### config.mk
export PLATFORM = sky130hd
export DESIGN_NAME = day_counter
export DESIGN_NICKNAME = d
export VERILOG_FILES = /design/src/rtl/calendar_pkg.sv /design/src/rtl/days_in_month.sv /design/src/rtl/day_counter.sv
export SDC_FILE = /design/constraint.sdc
export NUM_CORES = 1
export LEC_CHECK = 0
export ABC_CLOCK_PERIOD_IN_PS = 5740
export CAP_MARGIN = 25
export CORE_UTILIZATION = 35
export CTS_BUF_LIST = sky130_fd_sc_hd__clkbuf_8
export DETAILED_ROUTE_END_ITERATION = 8
export GPL_ROUTABILITY_DRIVEN = 0
export PLACE_DENSITY_LB_ADDON = 0.2
export SYNTH_ARGS = -nofsm -noshare
export SYNTH_HDL_FRONTEND = slang
export SYNTH_HIERARCHICAL = 1
export SYNTH_SLANG_ARGS = --single-unit
### constraint.sdc
create_clock -name clk_1Hz -period 5.74 [get_ports clk_1Hz]
set_input_delay 1.722 -clock clk_1Hz [delete_from_list [all_inputs] [get_ports clk_1Hz]]
set_output_delay 1.722 -clock clk_1Hz [all_outputs]
set_load 0.05 [all_outputs]
### src/rtl/calendar_pkg.sv
// calendar_pkg: constants shared by the calendar counter chain.
//   - SELECT_* : adjust-target codes driven on the shared select_item bus.
//   - Month numbers used by the days-in-month logic.
//   - Field widths for the day, month and year registers.
package calendar_pkg;

  localparam logic [2:0] SELECT_SEC   = 3'b000;
  localparam logic [2:0] SELECT_MIN   = 3'b001;
  localparam logic [2:0] SELECT_HOUR  = 3'b010;
  localparam logic [2:0] SELECT_DAY   = 3'b011;
  localparam logic [2:0] SELECT_MONTH = 3'b100;
  localparam logic [2:0] SELECT_YEAR  = 3'b101;

  localparam int DAY_W   = 5;
  localparam int MONTH_W = 4;
  localparam int YEAR_W  = 14;

  localparam logic [MONTH_W-1:0] JAN = 4'd1;
  localparam logic [MONTH_W-1:0] FEB = 4'd2;
  localparam logic [MONTH_W-1:0] APR = 4'd4;
  localparam logic [MONTH_W-1:0] JUN = 4'd6;
  localparam logic [MONTH_W-1:0] SEP = 4'd9;
  localparam logic [MONTH_W-1:0] NOV = 4'd11;
  localparam logic [MONTH_W-1:0] DEC = 4'd12;

  localparam logic [DAY_W-1:0] DAYS_LONG  = 5'd31;
  localparam logic [DAY_W-1:0] DAYS_SHORT = 5'd30;
  localparam logic [DAY_W-1:0] DAYS_FEB   = 5'd28;
  localparam logic [DAY_W-1:0] DAYS_LEAP  = 5'd29;

endpackage

### src/rtl/days_in_month.sv
// days_in_month: combinational number of days in a month.
// Ports:
//   month_bin [3:0]        month 1..12 (illegal values give 31)
//   year_bin  [YEAR_W-1:0] binary year, only used for leap years
//   dim       [4:0]        days in the given month
// Build option: DAY_LEAP_YEAR_EN enables the Gregorian leap-year rule;
// without it February is always 28 days and year_bin is ignored.
module days_in_month #(
  parameter int YEAR_W = calendar_pkg::YEAR_W
) (
  input  logic [3:0]        month_bin,
  input  logic [YEAR_W-1:0] year_bin,
  output logic [4:0]        dim
);
  import calendar_pkg::*;

  logic leap;

`ifdef DAY_LEAP_YEAR_EN
  // Divisible by 4, except centuries unless divisible by 400.
  assign leap = ((year_bin % YEAR_W'(4)) == '0) &&
                (((year_bin % YEAR_W'(100)) != '0) ||
                 ((year_bin % YEAR_W'(400)) == '0));
`else
  // year_bin is kept on the interface; fold it away here.
  logic unused_year;
  assign unused_year = ^year_bin;
  assign leap        = 1'b0;
`endif

  always_comb begin
    dim = DAYS_LONG;
    case (month_bin)
      FEB:                dim = leap ? DAYS_LEAP : DAYS_FEB;
      APR, JUN, SEP, NOV: dim = DAYS_SHORT;
      default:            dim = DAYS_LONG;
    endcase
  end

endmodule

### src/rtl/day_counter.sv
// day_counter: day-of-month register in the calendar chain.
// Counts 1..dim, where dim comes from the month/year fed back by the
// downstream counters, and pulses carry_out for one clock on wrap.
// Ports:
//   clk_1Hz       system tick clock
//   rst_n         asynchronous active-low reset
//   en_1          run-mode enable
//   up, down      adjust requests (level-sampled, up wins)
//   select_item   adjust target; SELECT_DAY puts this block in adjust mode
//   carry_in      day-advance pulse from the hour counter
//   month_bin     current month (feedback)
//   year_bin      current year (feedback)
//   day_bin       current day 1..31
//   carry_out     registered one-clock pulse to the month counter
// Build option: DAY_LEAP_YEAR_EN (leap-year February, in days_in_month).
module day_counter #(
  parameter logic [2:0] SELECT_DAY = calendar_pkg::SELECT_DAY,
  parameter int         YEAR_W     = calendar_pkg::YEAR_W
) (
  input  logic              clk_1Hz,
  input  logic              rst_n,
  input  logic              en_1,
  input  logic              up,
  input  logic              down,
  input  logic [2:0]        select_item,
  input  logic              carry_in,
  input  logic [3:0]        month_bin,
  input  logic [YEAR_W-1:0] year_bin,
  output logic [4:0]        day_bin,
  output logic              carry_out
);
  import calendar_pkg::*;

  logic [4:0] dim;

  days_in_month #(.YEAR_W(YEAR_W)) u_dim (
    .month_bin (month_bin),
    .year_bin  (year_bin),
    .dim       (dim)
  );

  always_ff @(posedge clk_1Hz or negedge rst_n) begin
    if (!rst_n) begin
      day_bin   <= 5'd1;
      carry_out <= 1'b0;
    end else begin
      carry_out <= 1'b0;
      if (select_item == SELECT_DAY) begin
        // Manual adjust wraps inside the current month and never carries;
        // a stale day above dim snaps to the nearest legal end.
        if (up) begin
          day_bin <= (day_bin >= dim) ? 5'd1 : day_bin + 5'd1;
        end else if (down) begin
          day_bin <= ((day_bin == 5'd1) || (day_bin > dim)) ? dim : day_bin - 5'd1;
        end
      end else if (en_1 && carry_in) begin
        if (day_bin >= dim) begin
          day_bin   <= 5'd1;
          carry_out <= 1'b1;
        end else begin
          day_bin <= day_bin + 5'd1;
        end
      end else if (day_bin > dim) begin
        // Month or year changed underneath us (e.g. Jan 31 -> Feb).
        day_bin <= dim;
      end
    end
  end

endmodule

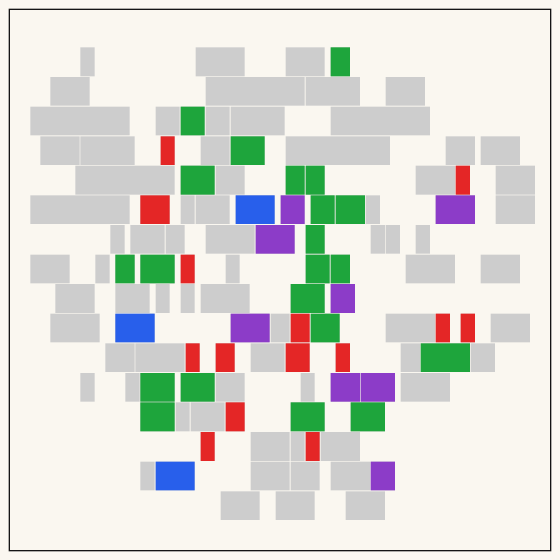
*Logic cells by family, run 1*
| color | family | cells |
|---|---|---|
| blue | mux cells | 3 |
| green | aoi and oai cells | 21 |
| red | nor cells | 14 |
| purple | and/or cells | 8 |
Finished Layout Cells: 143
combinational share of cell area: 0.574
Top cell excl fill/tap: clkdlybuf4s50_1

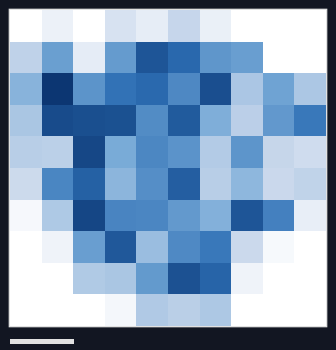
*Cell area per tile, run 1*
Scale bar: 10 um. 10 x 10 tiles, from white (low) to dark blue (high), 0 to 100% covered.
emptiest ninth of the die: bottom right
tiles over 75% full: 17%
fullest tile: 98%
nearly empty tiles: 19%
mean over tiles: 40%
final core utilization: 0.498
Pre-Place Util: 0.389
Core Area: 2040 um2

==> ci_impl_report.md, run 1 <==
### Yosys + OpenROAD results

| Metric | Value |
|---|---|
| Run status | finished, final reports clean |
| Yosys cell count | 99 |
| Layout Nets | 152 |
| Top cells excl fill/tap | clkdlybuf4s50_1 (18), nor2_1 (9), ha_1 (8) |
| Max-cap violations | 0 |
| Clk cell area share | 0.0443 |
| Setup TNS Final | 0 ns |
| Stages on worst setup path | 9 |
| Antenna cells | 0 |
| Startpoint type of the worst setup path | input pin |
| Wire per inst | 13.9 um |
| Hold Path Depth | 2 |
| Headroom to the max-slew limit | 0.619 |
| R2R Path End | day_bin[3] |
| Sink Count | 6 |
| Crit path DRT | 5.81 ns |
| Hpwl dp | around 1500 um |
| Met1 Wirelength | 950 um |
| Postcts setup bufs | 0 |
| Final Hold Fails | 0 |
| Share of cells above drive strength 1 | 0.0690 |
| Pwr Density | around 470 nW/um2 |
| Final setup violation count | 0 |
| Yosys adder share | 0.126 |
| Aoi share | 0.227 |
| Nonclk inv count | 6 |
| Crit Path Max Fanout | 10 |
| Area of the multi-input gates | 583 um2 |
| Power, Total | 0.482 mW |
| Max incr delay on CP | around 0.57 ns |
| Critical path class | input pin to register |
| Top-area cell share | 0.157 |
| R2R Path Start | day_bin[0] |
| PostCTS Resize Cnt | 0 |
| Top cells by area | dfrtp_1 (16%), ha_1 (13%), xor2_1 (4.4%) |
| Worst path bufs/invs | 2 |
| Die W | 49.6 um |
| Register share after synthesis | 0.191 |
| Cell taking the most area after synthesis | dfrtp_1 |
| Worst VDD drop | 0.299 mV |
| Yosys xor share | 0.0551 |
| Measured slew at the worst slew-check pin | 0.568 ns |
| Number of well taps | 27 |
| Hold_sp | day_bin[0] |
| Num CTS Buffers | 3 |
| Sequential cell area share | 0.149 |
| Num sequential | 6 |
| Global Route met3 Usage | 0.0494 |
| Worst-path cell chain | clkdlybuf4s50_1 > or4b_1 > inv_1 > ha_1 > nand2b_1 > a211oi_2 > o21bai_1 > a21o_1 > o311ai_0 |
| Worst setup startpoint | month_bin[0] |
| Post-Syn Instances | 99 |
| Total GRT Usage | 0.183 |
| Detail-routed via count per cell | 5.43 |
| Die Y | 49.6 um |
| Top Metal Used | met3 |
| DR WL met2 | 931 um |
| Hold Slack | 0.612 ns |
| CTS tree | built |
| Clock Path Buffers | 2 |
| Yosys chip area | 795 um2 |
| Sequential cell area | ~150 um2 |
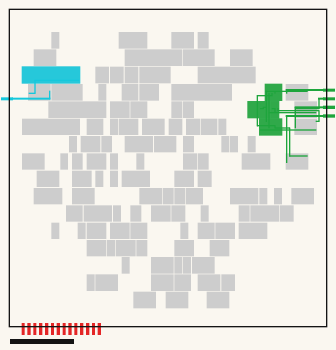
*Nets reached from selected ports, run 1*
Scale bar: 10 um.
| color | port | bits | direction | end cells | buffers |
|---|---|---|---|---|---|
| cyan | `carry_out` | 1 | output | 1 | 1 |
| red | `year_bin` | 14 | input | 0 | 0 |
| green | `month_bin` | 4 | input | 4 | 4 |

-- run 1: report_power, final --
group	switching, mW	internal (mW)
registers	0.0389	0.0626
logic	0.192	0.124
clock network	0.0188	0.0460
total	0.250	0.233
-- run 1: synth_stat cells (4+ instances only) --
master / instances
nor2_1: 9
ha_1: 8
nand2_1: 7
inv_1: 6
dfrtp_1: 5
nand3b_1: 4
o21ai_0: 4
xor2_1: 4
-- run 1: per-stage QoR --
| stage | setup slack [ns] | instances |
|---|---|---|
| finish | 1.48 | 143 |
| global route | 1.34 | 143 |
| CTS | 1.48 | 143 |
| detailed placement | 1.32 | 139 |
| global placement | 1.30 | 139 |
| floorplan | 2.04 | 101 |
-- run 1: state kept, by name, indices dropped and copies added (netlist names) --
name,count
carry_out,1
day_bin,5
==> inputs of run 2 (changes only) <==
Settings changed: ABC_CLOCK_PERIOD_IN_PS 5740 to 3500.
Clock period 5.74 ns to 3.5 ns, I/O delays scaled along.
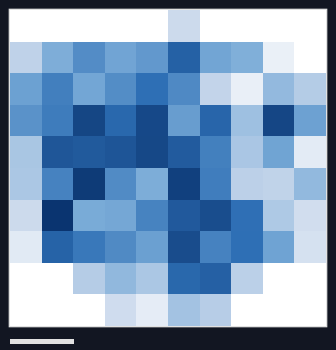
*Cell area per tile, run 2*
Scale bar: 10 um. 10 x 10 tiles, from white (low) to dark blue (high), 0 to 100% covered.
tiles over 75% full: 20%
nearly empty tiles: 20%
mean over tiles: 44%
emptiest ninth of the die: top right

==> run 2 against run 1 <==
Global-route usage is 1.7 points higher. Final cell count up 7.7%. Worst setup slack worse by 1.4 ns. Via count grew 8.8%. Synthesized cell count stayed put. Non-clock buffer count is 11 higher. Design area is 10% higher. Clock power up 65%. Die area unchanged. Critical endpoint is now day_bin[2].
==> ci_impl_report.md, run 2 <==
### Yosys + OpenROAD results

| Metric | Value |
|---|---|
| Global Route met3 Usage | 0.0525 (+0.00309) |
| Run status | finished, final reports clean |
| Final core utilization | 0.549 (+0.0515) |
| Register share after synthesis | 0.191 (unchanged) |
| Top cells excl fill/tap | clkdlybuf4s50_1 (18), buf_4 (11), nor2_1 (9) |
| Final setup violation count | 0 (unchanged) |
| Top cells by area | dfrtp_1 (16%), ha_1 (13%), xor2_1 (4.4%) |
| Met1 Wirelength | 1030 um (+8.8%) |
| Num CTS Buffers | 3 (unchanged) |
| Top Metal Used | met4 |
| Switching share of total power | 0.496 (-0.0208) |
| Detail-routed via count per cell | 5.49 (+0.98%) |
| Core Area | 2040 um2 (unchanged) |
| Stages on worst setup path | 11 (+2) |
| Sink Count | 6 (unchanged) |
| Place WS | -0.168 ns (-1.49 ns) |
| Yosys cell count | 99 (unchanged) |
| Antenna cells | 0 (unchanged) |
| Largest reg by FF count | day_bin |
| Worst path bufs/invs | 3 (+1) |
| Setup TNS Final | 0 ns (unchanged) |
| Postcts setup bufs | 0 (unchanged) |
| Hold Slack | 0.608 ns (-0.00391 ns) |
| Critical path class | input pin to register |
| Yosys adder share | 0.126 (unchanged) |
| Die W | 49.6 um (unchanged) |
| Area of the multi-input gates | 606 um2 (+3.9%) |
| R2R Path Start | day_bin[0] |
| Max FFs per register | 5 (unchanged) |
| Yosys chip area | 795 um2 (unchanged) |
| Max-cap violations | 0 (unchanged) |
| Final WS setup | 0.0571 ns (-1.42 ns) |
| Power, Total | 0.902 mW (+87%) |
| Crit path DRT | 3.59 ns (-2.22 ns) |
| Largest regs | day_bin x5, carry_out x1 |
[run 2: cell counts after synthesis]
No cell type changed its count.
[run 2: area by class of cell]
type                    count  share of cell area
clock buffers               3              0.0368
clock inverters             1             0.00335
inverters                   6              0.0201
multi-input cells          82               0.540
flip-flops and latches      6               0.135
well taps                  27              0.0301
repair buffers             29               0.234
[run 2: power groups by stage]
stage | clock, mW | sequential, mW | combinational [mW]
2_1_floorplan | 0 | 0.244 | 0.301
3_3_place_gp | 0 | 0.169 | 0.580
3_5_place_dp | 0 | 0.171 | 0.587
4_1_cts | 0.109 | 0.170 | 0.592
5_1_grt | 0.114 | 0.179 | 0.682
6_report | 0.107 | 0.170 | 0.625
==> inputs of run 3 (changes only) <==
Settings changed: CAP_MARGIN 25 to 20, MAX_ROUTING_LAYER set to met4, REMOVE_ABC_BUFFERS set to 1.
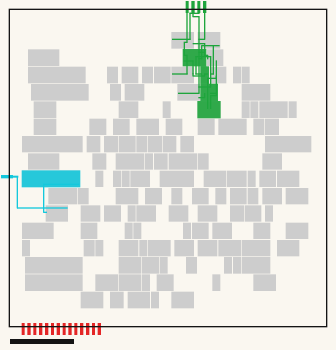
*Nets reached from selected ports, run 3*
Scale bar: 10 um.
| color | port | bits | direction | end cells | buffers |
|---|---|---|---|---|---|
| cyan | `carry_out` | 1 | output | 1 | 1 |
| green | `month_bin` | 4 | input | 4 | 6 |
| red | `year_bin` | 14 | input | 0 | 0 |

==> run 3 against run 2 <==
Worst hold slack better by 0.013 ns. Clock power hardly changed. Power is 2.5% lower. Core utilization is 0.43 points lower. Wire length is 8.5% lower. Clock skew is 0.0028 ns higher. Final cell count stayed put. Register-to-register slack better by 0.09 ns. Sequential share of layout area is 0.11 points higher. Die area stayed put. Critical path depth is 1 lower. Critical endpoint is now day_bin[0]. Largest cell class unchanged.
==> ci_impl_report.md, run 3 <==
### Yosys + OpenROAD results

| Metric | Value |
|---|---|
| Global Route met3 Usage | 0.0216 (-0.0309) |
| Via Count | 815 |
| Max FFs per register | 5 (unchanged) |
| Largest regs | day_bin x5, carry_out x1 |
| Run status | finished, final reports clean |
| Num sequential | 6 (unchanged) |
| Yosys cell count | 99 (unchanged) |
| Core Area | 2040 um2 (unchanged) |
| Largest reg by FF count | day_bin |
| Power, Total | 0.880 mW (-2.5%) |
| Total GRT Usage | 0.197 |
| Top Metal Used | met4 |
| Number of buffers outside the clock class in the layout | 29 (unchanged) |
| Worst path bufs/invs | 2 (-1) |
| Place WS | -0.204 ns (-0.0356 ns) |
| Multi-In Gates | 82 (unchanged) |
| Top cells by area | dfrtp_1 (16%), ha_1 (13%), xor2_1 (4.4%) |
| Detail-routed via count per cell | 5.29 (-3.6%) |
| Area of the multi-input gates | 597 um2 (-1.4%) |
| Clock Power | 0.104 mW (about the same) |
| P_sw | 0.437 mW |
| Top Consumer | combinational logic |
| Top cells excl fill/tap | clkdlybuf4s50_1 (18), buf_4 (11), nor2_1 (9) |
| Crit path DRT | 3.63 ns (+0.04 ns) |
| Final core utilization | 0.545 (-0.00429) |
| Final WS setup | 0.139 ns (+0.0818 ns) |
| CLK BUF | 3 (unchanged) |
| Sequential fraction of design power | 0.195 |
| Switching share of total power | 0.496 (about the same) |
| Sink Count | 6 (unchanged) |
| Number of well taps | 27 (unchanged) |
| Top class by area | logic gates |
| Nonclk inv count | 6 (unchanged) |
| Vias in the first global route | 808 |
| Hold Path Depth | 2 |
| Die W | 49.6 um (unchanged) |
| Met1 Wirelength | 1060 um (+2.1%) |
| Critical path class | input pin to register |
| Setup TNS Final | 0 ns (unchanged) |
| Clk cell area share | 0.0405 (+0.000316) |
| Antenna cells | 0 (unchanged) |
| Hold Slack | 0.622 ns (+0.0134 ns) |
| Non-clk buf share | 0.236 (+0.00185) |
| Num CTS Buffers | 3 (unchanged) |
[run 3: cell counts in the layout (fill, tap and decap cells not counted)]
Identical to the previous run, type by type.
[run 3: cells by family (layout without fill, tap and decap cells)]
family	count (synthesis)	in the layout	synth area share
multiplexers	3	3	0.0378
AND-OR/OR-AND	24	24	0.227
XOR/XNOR	5	5	0.0551
adder cells (fa/ha/maj)	8	8	0.126
flip-flops	6	6	0.191
AND/OR/NAND/NOR	39	39	0.274
buffers and inverters	13	39	0.0850
other	1	3	0.00472
[run 3: worst register-to-register path, stage by stage, from the launching register on]
cell and delay, ns:
dfrtp_1 0.46, inv_1 0.15, ha_1 0.15, or4b_1 0.46, or3b_1 0.20, o21ai_2 0.08
or3_1 0.34, a311oi_2 0.31, a21oi_1 0.08
No activity file was given, so power comes from the tool's default toggle rates.
